### config.mk
export PLATFORM = sky130hd
export DESIGN_NAME = content_loss_sequencer
export DESIGN_NICKNAME = d
export VERILOG_FILES = /design/src/rtl/content_loss_sequencer.sv
export SDC_FILE = /design/constraint.sdc
export NUM_CORES = 1
export LEC_CHECK = 0
export CORE_ASPECT_RATIO = 1.1
export CORE_MARGIN = 1.5
export CORE_UTILIZATION = 40
export CTS_BUF_LIST = sky130_fd_sc_hd__clkbuf_8
export CTS_CLUSTER_DIAMETER = 60
export DETAILED_ROUTE_END_ITERATION = 6
export MAX_ROUTING_LAYER = met4
export PLACE_DENSITY = 0.64
export SLEW_MARGIN = 10
export SYNTH_ARGS = -nofsm -noshare
export SYNTH_HDL_FRONTEND = slang
export SYNTH_SLANG_ARGS = --single-unit
### constraint.sdc
create_clock -name clk -period 6.65 [get_ports clk]
set_input_delay 1.33 -clock clk [delete_from_list [all_inputs] [get_ports clk]]
set_output_delay 1.33 -clock clk [all_outputs]
set_load 0.02 [all_outputs]
### src/rtl/content_loss_sequencer.sv
// Streams two feature maps one pixel pair per cycle and accumulates the squared
// differences; loss = sum/2. Optional `CONTENT_LOSS_MEAN_EN divides by the pixel count.
module content_loss_sequencer #(
  parameter int N_PIX  = 1024,
  parameter int PIX_W  = 16,
  parameter int ADDR_W = $clog2(N_PIX),
  parameter int ACC_W  = 2*(PIX_W+1)-1+$clog2(N_PIX),
  parameter int OUT_W  = 16
) (
  input  logic              clk,
  input  logic              rst,
  input  logic              start,
  output logic              busy,
  output logic              done,
  output logic              rd_en,
  output logic [ADDR_W-1:0] rd_addr,
  input  logic [PIX_W-1:0]  content_pix,
  input  logic [PIX_W-1:0]  generated_pix,
  output logic [OUT_W-1:0]  loss_out,
  output logic [ACC_W-1:0]  loss_full,
  output logic              loss_sat
);

  localparam int SQ_W = 2*(PIX_W+1)-1;
  localparam logic [ADDR_W-1:0] LAST_ADDR = ADDR_W'(N_PIX-1);

`ifdef CONTENT_LOSS_MEAN_EN
  localparam int MEAN_SH = $clog2(N_PIX);
  if ((1 << $clog2(N_PIX)) != N_PIX) begin : g_pow2_check
    $error("content_loss_sequencer: N_PIX must be a power of two for mean normalisation");
  end
`else
  localparam int MEAN_SH = 0;
`endif

  typedef enum logic [1:0] {S_IDLE, S_RUN, S_DRAIN, S_DONE} state_t;

  state_t state, state_nxt;

  logic                    vld_p0, vld_p1, vld_p2;
  logic signed [PIX_W:0]   diff_p1;
  logic signed [SQ_W-1:0]  diff_ext;
  logic        [SQ_W-1:0]  sq_p2;
  logic        [ACC_W-1:0] acc_p3;
  logic        [ACC_W-1:0] full_nxt;
  logic                    latch_res;

  function automatic logic [OUT_W-1:0] sat_loss(input logic [ACC_W-1:0] v);
    if (|v[ACC_W-1:OUT_W]) return {OUT_W{1'b1}};
    return v[OUT_W-1:0];
  endfunction

  function automatic logic is_sat(input logic [ACC_W-1:0] v);
    return |v[ACC_W-1:OUT_W];
  endfunction

  always_ff @(posedge clk) begin
    if (rst) state <= S_IDLE;
    else     state <= state_nxt;
  end

  always_comb begin
    state_nxt = state;
    case (state)
      S_IDLE:  if (start) state_nxt = S_RUN;
      S_RUN:   if (rd_addr == LAST_ADDR) state_nxt = S_DRAIN;
      S_DRAIN: if (!(vld_p0 || vld_p1 || vld_p2)) state_nxt = S_DONE;
      S_DONE:  state_nxt = S_IDLE;
      default: state_nxt = S_IDLE;
    endcase
  end

  always_comb begin
    busy  = 1'b0;
    rd_en = 1'b0;
    done  = 1'b0;
    case (state)
      S_RUN:   begin busy = 1'b1; rd_en = 1'b1; end
      S_DRAIN: busy = 1'b1;
      S_DONE:  done = 1'b1;
      default: ;
    endcase
  end

  // Address counter saturates at the last pixel instead of wrapping
  always_ff @(posedge clk) begin
    if (rst)                                   rd_addr <= '0;
    else if (state == S_IDLE && start)         rd_addr <= '0;
    else if (state == S_RUN && rd_addr != LAST_ADDR) rd_addr <= rd_addr + 1'b1;
  end

  always_ff @(posedge clk) begin
    if (rst) begin
      vld_p0 <= 1'b0;
      vld_p1 <= 1'b0;
      vld_p2 <= 1'b0;
    end else begin
      vld_p0 <= rd_en;
      vld_p1 <= vld_p0;
      vld_p2 <= vld_p1;
    end
  end

  // p1: buffer data -> signed difference
  always_ff @(posedge clk) begin
    diff_p1 <= $signed({content_pix[PIX_W-1], content_pix})
             - $signed({generated_pix[PIX_W-1], generated_pix});
  end

  // p2: difference -> square (always non-negative, fits SQ_W unsigned)
  assign diff_ext = {{(SQ_W-PIX_W-1){diff_p1[PIX_W]}}, diff_p1};

  always_ff @(posedge clk) begin
    sq_p2 <= $unsigned(diff_ext * diff_ext);
  end

  // p3: accumulate
  always_ff @(posedge clk) begin
    if (rst)                           acc_p3 <= '0;
    else if (state == S_IDLE && start) acc_p3 <= '0;
    else if (vld_p2)                   acc_p3 <= acc_p3 + ACC_W'(sq_p2);
  end

  // Result is captured on entry to DONE so it is already valid while done is high
  assign full_nxt  = (acc_p3 >> 1) >> MEAN_SH;
  assign latch_res = (state == S_DRAIN) && (state_nxt == S_DONE);

  always_ff @(posedge clk) begin
    if (rst) begin
      loss_full <= '0;
      loss_out  <= '0;
      loss_sat  <= 1'b0;
    end else if (latch_res) begin
      loss_full <= full_nxt;
      loss_out  <= sat_loss(full_nxt);
      loss_sat  <= is_sat(full_nxt);
    end
  end

endmodule

run_1/placement.png
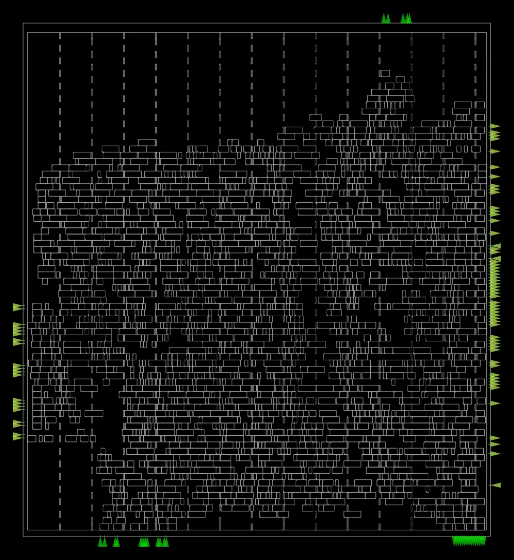
post-layout util: 45.9%
flop count: 166

run_1/placement_by_type.png
Scale: 2 px per um.
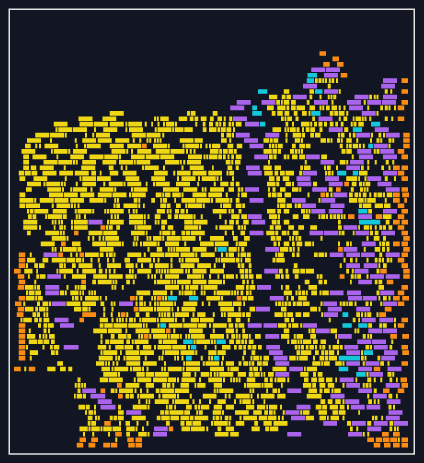
[orange] remaining buffers and delay cells | cells: 131 | share of their area: 6.7%
[yellow] combinational and other logic | cells: 1728 | share of their area: 73%
[purple] sequential cells | cells: 166 | share of their area: 18%
[cyan] clock drivers and dummy loads | cells: 31 | share of their area: 2.2%
fin area: 19500 um2
Seq area share: 17.0%

==> results_dict.tcl, run 1 <==
# metrics dict for downstream scripts
set metrics [dict create \
    final.min_clock_period_ns 6.30 \
    ys_seq_share_pct 19.1 \
    status "completed" \
    area_leaders "fa_1 (30%), dfxtp_1 (19%), ha_1 (10%), inv_1 (8.4%), nand2_1 (5.0%)" \
    common_cells "inv_1 (390), fa_1 (262), nand2_1 (231)" \
    h-tree-depth 4 \
    syn_inst 1957 \
    log.warning_count 34 \
    edf_count 0 \
    wl_mm 37.9 \
    slowest_delay_ns 0.69 \
    dr.pass1.iters 5 \
    yosysWarnings 0 \
    reg2reg_slack_ns 0.35 \
    core_um2 42600 \
    synth_top_area_share_pct 30.2 \
    clk_pin_slew_ns 0.11 \
    ys_cells 1957 \
    antenna_cells 0 \
    ant_nets 0 \
    critPathRequiredTime_ns 7.08 \
    ff_type "dfxtp_1" \
    ys.flops 166 \
    area_growth_syn_to_layout_pct 12.4 \
    max-slew-margin-rel_pct 20.7 \
    fin_crit_sh_pct 94.8 \
    port_buffers 106 \
    ys_types 71 \
    crit_buf_inv 4 \
    hold_viol_final 0 \
    critPathLaunchType "flip-flop" \
    overflow 0 \
    layout-drive-gt1-share_pct 4.18 \
    rsz0062_at_grt "false" \
    vias 12800 \
    grt_pass1_wl_mm 64.9 \
    critPathKind "reg -> reg" \
    fmax_ghz 0.159 \
    drv_slew 0 \
    cp_data_arrival_time_ns 6.73 \
    crit_chain "and2_1 -> fa_2 -> inv_1 -> fa_1 -> clkinvlp_4 -> fa_1 -> fa_1 -> fa_1 -> inv_1 -> fa_1 -> inv_1 -> ha_1 -> a21o_1 -> a21o_1 -> a21oi_1 -> o21ai_1 -> a2111o_1 -> a21oi_1 -> xnor2_1" \
    tightest_slew_ns 1.19 \
    top_cell "inv_1" \
    netlist_area_um2 17400 \
    largest_area_cell "fa_1" \
    final.setup_skew_ns 0.0279 \
    clockBufferDepth 2 \
    max_cap_violations 0 \
    fp_util_pct 40.8 \
    clock.latency.late_pin_ns 0.50 \
    via_per_inst 4.88 \
    die_w_um 202 \
    cts_sinks 166 \
    grt_pass1_vias 13400 \
    wl_per_cell_um 14.4 \
    hp-class "reg -> reg" \
    avgSynthCellArea_um2 8.88 \
    numCtsBuffers 17 \
    dr.first_iter.drc_count 538 \
    remaining_drc_errors 0 \
    grt_max_degree 67 \
    die_h_um 222 \
    dp_hpwl_mm 31.6 \
    root_buffer "clkbuf_8" \
    crit_path_top_delay_cell "fa_2" \
    gp_congestion 0.869 \
    fillers 4152 \
    ys_area_um2 17400 \
    antenna_found_initial 0 \
    critical_path.max_fanout 17 \
    ios 108 \
    rows 79 \
    ctsHoldBuffers 0 \
    fin_tns_setup_ns 0 \
    async_flop_share_pct 0 \
    grt.total_usage_pct 18.3 \
    setup_viol_count_final 0 \
    critPathMostFrequentCell "fa_1" \
]
run_1/layer_met3.png
Scale: 1 px per um.
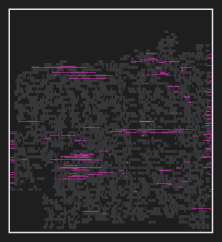
nets with wire on the layer: 139
wire length on this layer: 1380 um
main direction: horizontal

run 1: layer usage:
layer,track usage (%),routed length (um),share of wire (%)
met1,22.4,17000,45
met2,31.7,18700,49
met3,2.59,1380,3.6
met4,4.96,723,1.9
met5,-,0,0
run 1: metrics by stage:
| step | setup slack, ns | util (%) | cells | instance area (um2) | hold WS, ns |
|---|---|---|---|---|---|
| 3_5_place_dp | 0.284 | 44.9 | 2592 | 19100 | 0.449 |
| 6_report | 0.349 | 45.9 | 2623 | 19500 | 0.455 |
| 3_3_place_gp | 0.412 | 44.9 | 2592 | 19100 | 0.443 |
| 4_1_cts | 0.239 | 45.8 | 2623 | 19500 | 0.461 |
| 5_1_grt | 0.00491 | 45.9 | 2623 | 19500 | 0.485 |
| 2_1_floorplan | 0.577 | - | 1957 | 17400 | 0.412 |
run 1: timing repair:
item	in CTS	in global routing
setup buffers	0	0
gates resized	0	6
endpoints found under the setup margin	0	2
run 1: layout by cell type (no fill, tap or decap), types with 8 or more instances in the layout:
cell             netlist  routed
inv_1                390     389
fa_1                 262     261
nand2_1              231     231
dfxtp_1              166     161
ha_1                 143     143
nor2_1               111     111
a21oi_1              109     109
clkdlybuf4s50_1        0     105
xnor2_1               73      73
and2_1                55      55
a21o_1                34      34
o21ai_0               33      33
nor2b_1               24      24
buf_4                  1      24
a31oi_1               23      23
mux2i_1               22      22
xor2_1                21      21
nor3_1                19      19
nand3_1               19      19
clkbuf_8               0      18
and3_1                16      16
nand4_1               13      13
o21a_1                11      11
nor4_1                10      10
nand2b_1               8       8
run 1: flip-flops by register name, summed over array words and instances (netlist names):
signal and count:
loss_full 42, vld_p2 1, state 2, rd_addr 10, sq_p2 32, vld_p1 1
vld_p0 1, loss_sat 1, acc_p3 43, diff_p1 17, loss_out 16
run 1: worst reg2reg max path: cells and delay by family (launching register included):
family / cells / cell delay [ns]
buf+inv: 4 / 0.43
compound gates: 6 / 1.19
flops: 1 / 0.48
simple gates: 1 / 0.31
fa+ha+maj: 7 / 3.67
xor+xnor: 1 / 0.15
run 1: cell type report:
| class | count | area, um2 | share of cell area, % |
|---|---|---|---|
| clock buffer | 18 | 248 | 1.27 |
| multi-input combinational | 1337 | 12400 | 63.3 |
| clock inverter | 13 | 159 | 0.813 |
| sequential | 166 | 3330 | 17.0 |
| inverter | 391 | 1470 | 7.53 |
| tap | 567 | 709 | 3.63 |
| timing repair buffer | 131 | 1260 | 6.43 |
run 1: path summary, 6_finish.rpt:
check                  end  cells past startpoint          start
max              sq_p2[31]                     19    diff_p1[16]
min          loss_full[25]                      2  loss_full[25]
max reg2reg      sq_p2[31]                     19    diff_p1[16]
min reg2reg  loss_full[25]                      2  loss_full[25]
run 1: logic make-up (layout without fill, tap and decap cells):
kind of cell	after synthesis	in the layout	synth area share [%]
AOI/OAI and AO/OA	290	290	10.7
xor gates and xnor gates	94	94	4.74
adders and majority gates	405	405	40.5
buffers and inverters	454	553	9.84
DFF	166	166	19.1
muxes	23	23	1.33
other	1	1	0.0216
and+or+nand+nor	524	524	13.8
==> run 2: changes to the inputs <==
Settings changed: TNS_END_PERCENT set to 30.
run_2/sizes.png
Scale: 1.5 px per um.
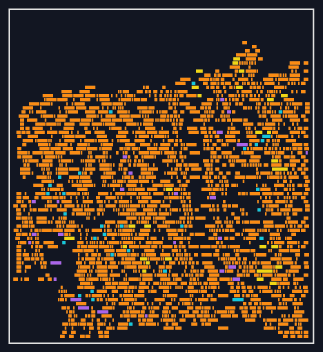
[orange] _0 and _1 cells | cells: 1972 | most used: inv_1
[purple] _2 cells | cells: 26
[cyan] _3 and _4 cells | cells: 30 | most used: buf_4
[yellow] _6 and larger | cells: 28 | most used: clkbuf_8
setup ws final: 0.311 ns
area delta synth->final: 12.3%
fin area: 19500 um2
Non-CTS buffers: 131

==> results_dict.tcl, run 2 <==
# metrics dict for downstream scripts
set metrics [dict create \
    status "completed" \
    regMostFlops "acc_p3" \
    grt_max_degree 67 \
    ys.flops 166 \
    cp_data_arrival_time_ns 6.77 \
    clk_pin_slew_ns 0.11 \
    antenna_cells 0 \
    cp.depth 20 \
    via_per_inst 4.88 \
    edf_count 0 \
    ios 108 \
    reg_top3 "acc_p3: 43 flops, loss_full: 42 flops, sq_p2: 32 flops" \
    max_cap_violations 0 \
    fmax_ghz 0.158 \
    log.warning_count 35 \
    crit_path_top_delay_cell "dfxtp_1" \
    antenna_found_initial 0 \
    dp_hpwl_mm 31.6 \
    fin_crit_sh_pct 95.3 \
    root_buffer "clkbuf_8" \
    grt.total_usage_pct 18.3 \
    layout-drive-gt1-share_pct 4.09 \
    rows 79 \
    area_leaders "fa_1 (30%), dfxtp_1 (19%), ha_1 (10%), inv_1 (8.4%), nand2_1 (5.0%)" \
    wl_mm 37.9 \
    placed_area_um2 19100 \
    final.min_clock_period_ns 6.34 \
    dr.pass1.iters 4 \
    post-place-cells 2592 \
    ctsHoldBuffers 0 \
    core_um2 42600 \
    avgSynthCellArea_um2 8.88 \
    crit_path_start "diff_p1[12]" \
    critPathKind "reg -> reg" \
]
run_2/placement_by_type.png
Scale: 2 px per um.
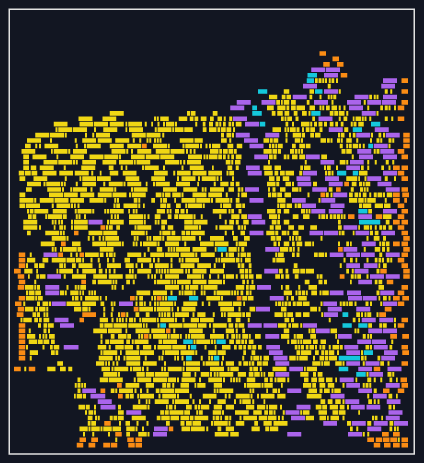
[purple] sequential cells | cells: 166 | share of their area: 18%
[yellow] combinational and other logic | cells: 1728 | share of their area: 73%
[orange] remaining buffers and delay cells | cells: 131 | share of their area: 6.7%
[cyan] clock drivers and dummy loads | cells: 31 | share of their area: 2.2%

==> run 2: cell count changes in the layout (fill, tap and decap cells not counted) <==
cell / delta
clkinvlp_4: -1
fa_1: +1
fa_2: -1
inv_1: +1
==> run 2: through the flow <==
step | util [%] | TNS [ns]
finish | 45.8 | 0
global route | 45.8 | -0.0397
CTS | 45.8 | 0
detailed placement | 44.9 | 0
global placement | 44.9 | 0
floorplan | - | 0
==> run 2: cell families after synthesis <==
kind of cell               Yosys count  share of synthesized area [%]
DFF                                166                           19.1
xor gates and xnor gates            94                           4.74
other                                1                         0.0216
muxes                               23                           1.33
AOI/OAI and AO/OA                  290                           10.7
adders and majority gates          405                           40.5
buffers and inverters              454                           9.84
and+or+nand+nor                    524                           13.8
==> run 2: per-layer routing <==
metal  vias to the layer above  global-route usage, %  wire length, um
met1                      6170                   22.4            17100
met5                         -                      -                0
li1                       6326                      -                -
met3                        46                   2.59             1320
met4                         0                   4.96              725
met2                       249                   31.7            18800
==> run 2: layout make-up <==
class | instances | area [um2]
Tap cell | 567 | 709
Fill cell | 4155 | 23100
Sequential cell | 166 | 3330
Inverter | 391 | 1470
Clock buffer | 18 | 248
Multi-Input combinational cell | 1337 | 12400
Timing Repair Buffer | 131 | 1260
Clock inverter | 13 | 159
==> run 2: worst min path at each step <==
stage,from,to
6_report,loss_full[25],loss_full[25]
5_1_grt,loss_full[25],loss_full[25]
4_1_cts,loss_full[25],loss_full[25]
3_5_place_dp,loss_full[25],loss_full[25]
3_3_place_gp,loss_full[36],loss_full[36]
2_1_floorplan,diff_p1[0],sq_p2[0]
==> run 2: timing repair <==
action | CTS | global route
endpoints found under the hold margin | 0 | 0
setup endpoints to repair | 0 | 2
resized | 0 | 4
==> run 2: tightest hold or removal path: stages (launching register included) <==
cell     delay (ns)
dfxtp_1        0.32
nand2_1        0.05
a21oi_1        0.05
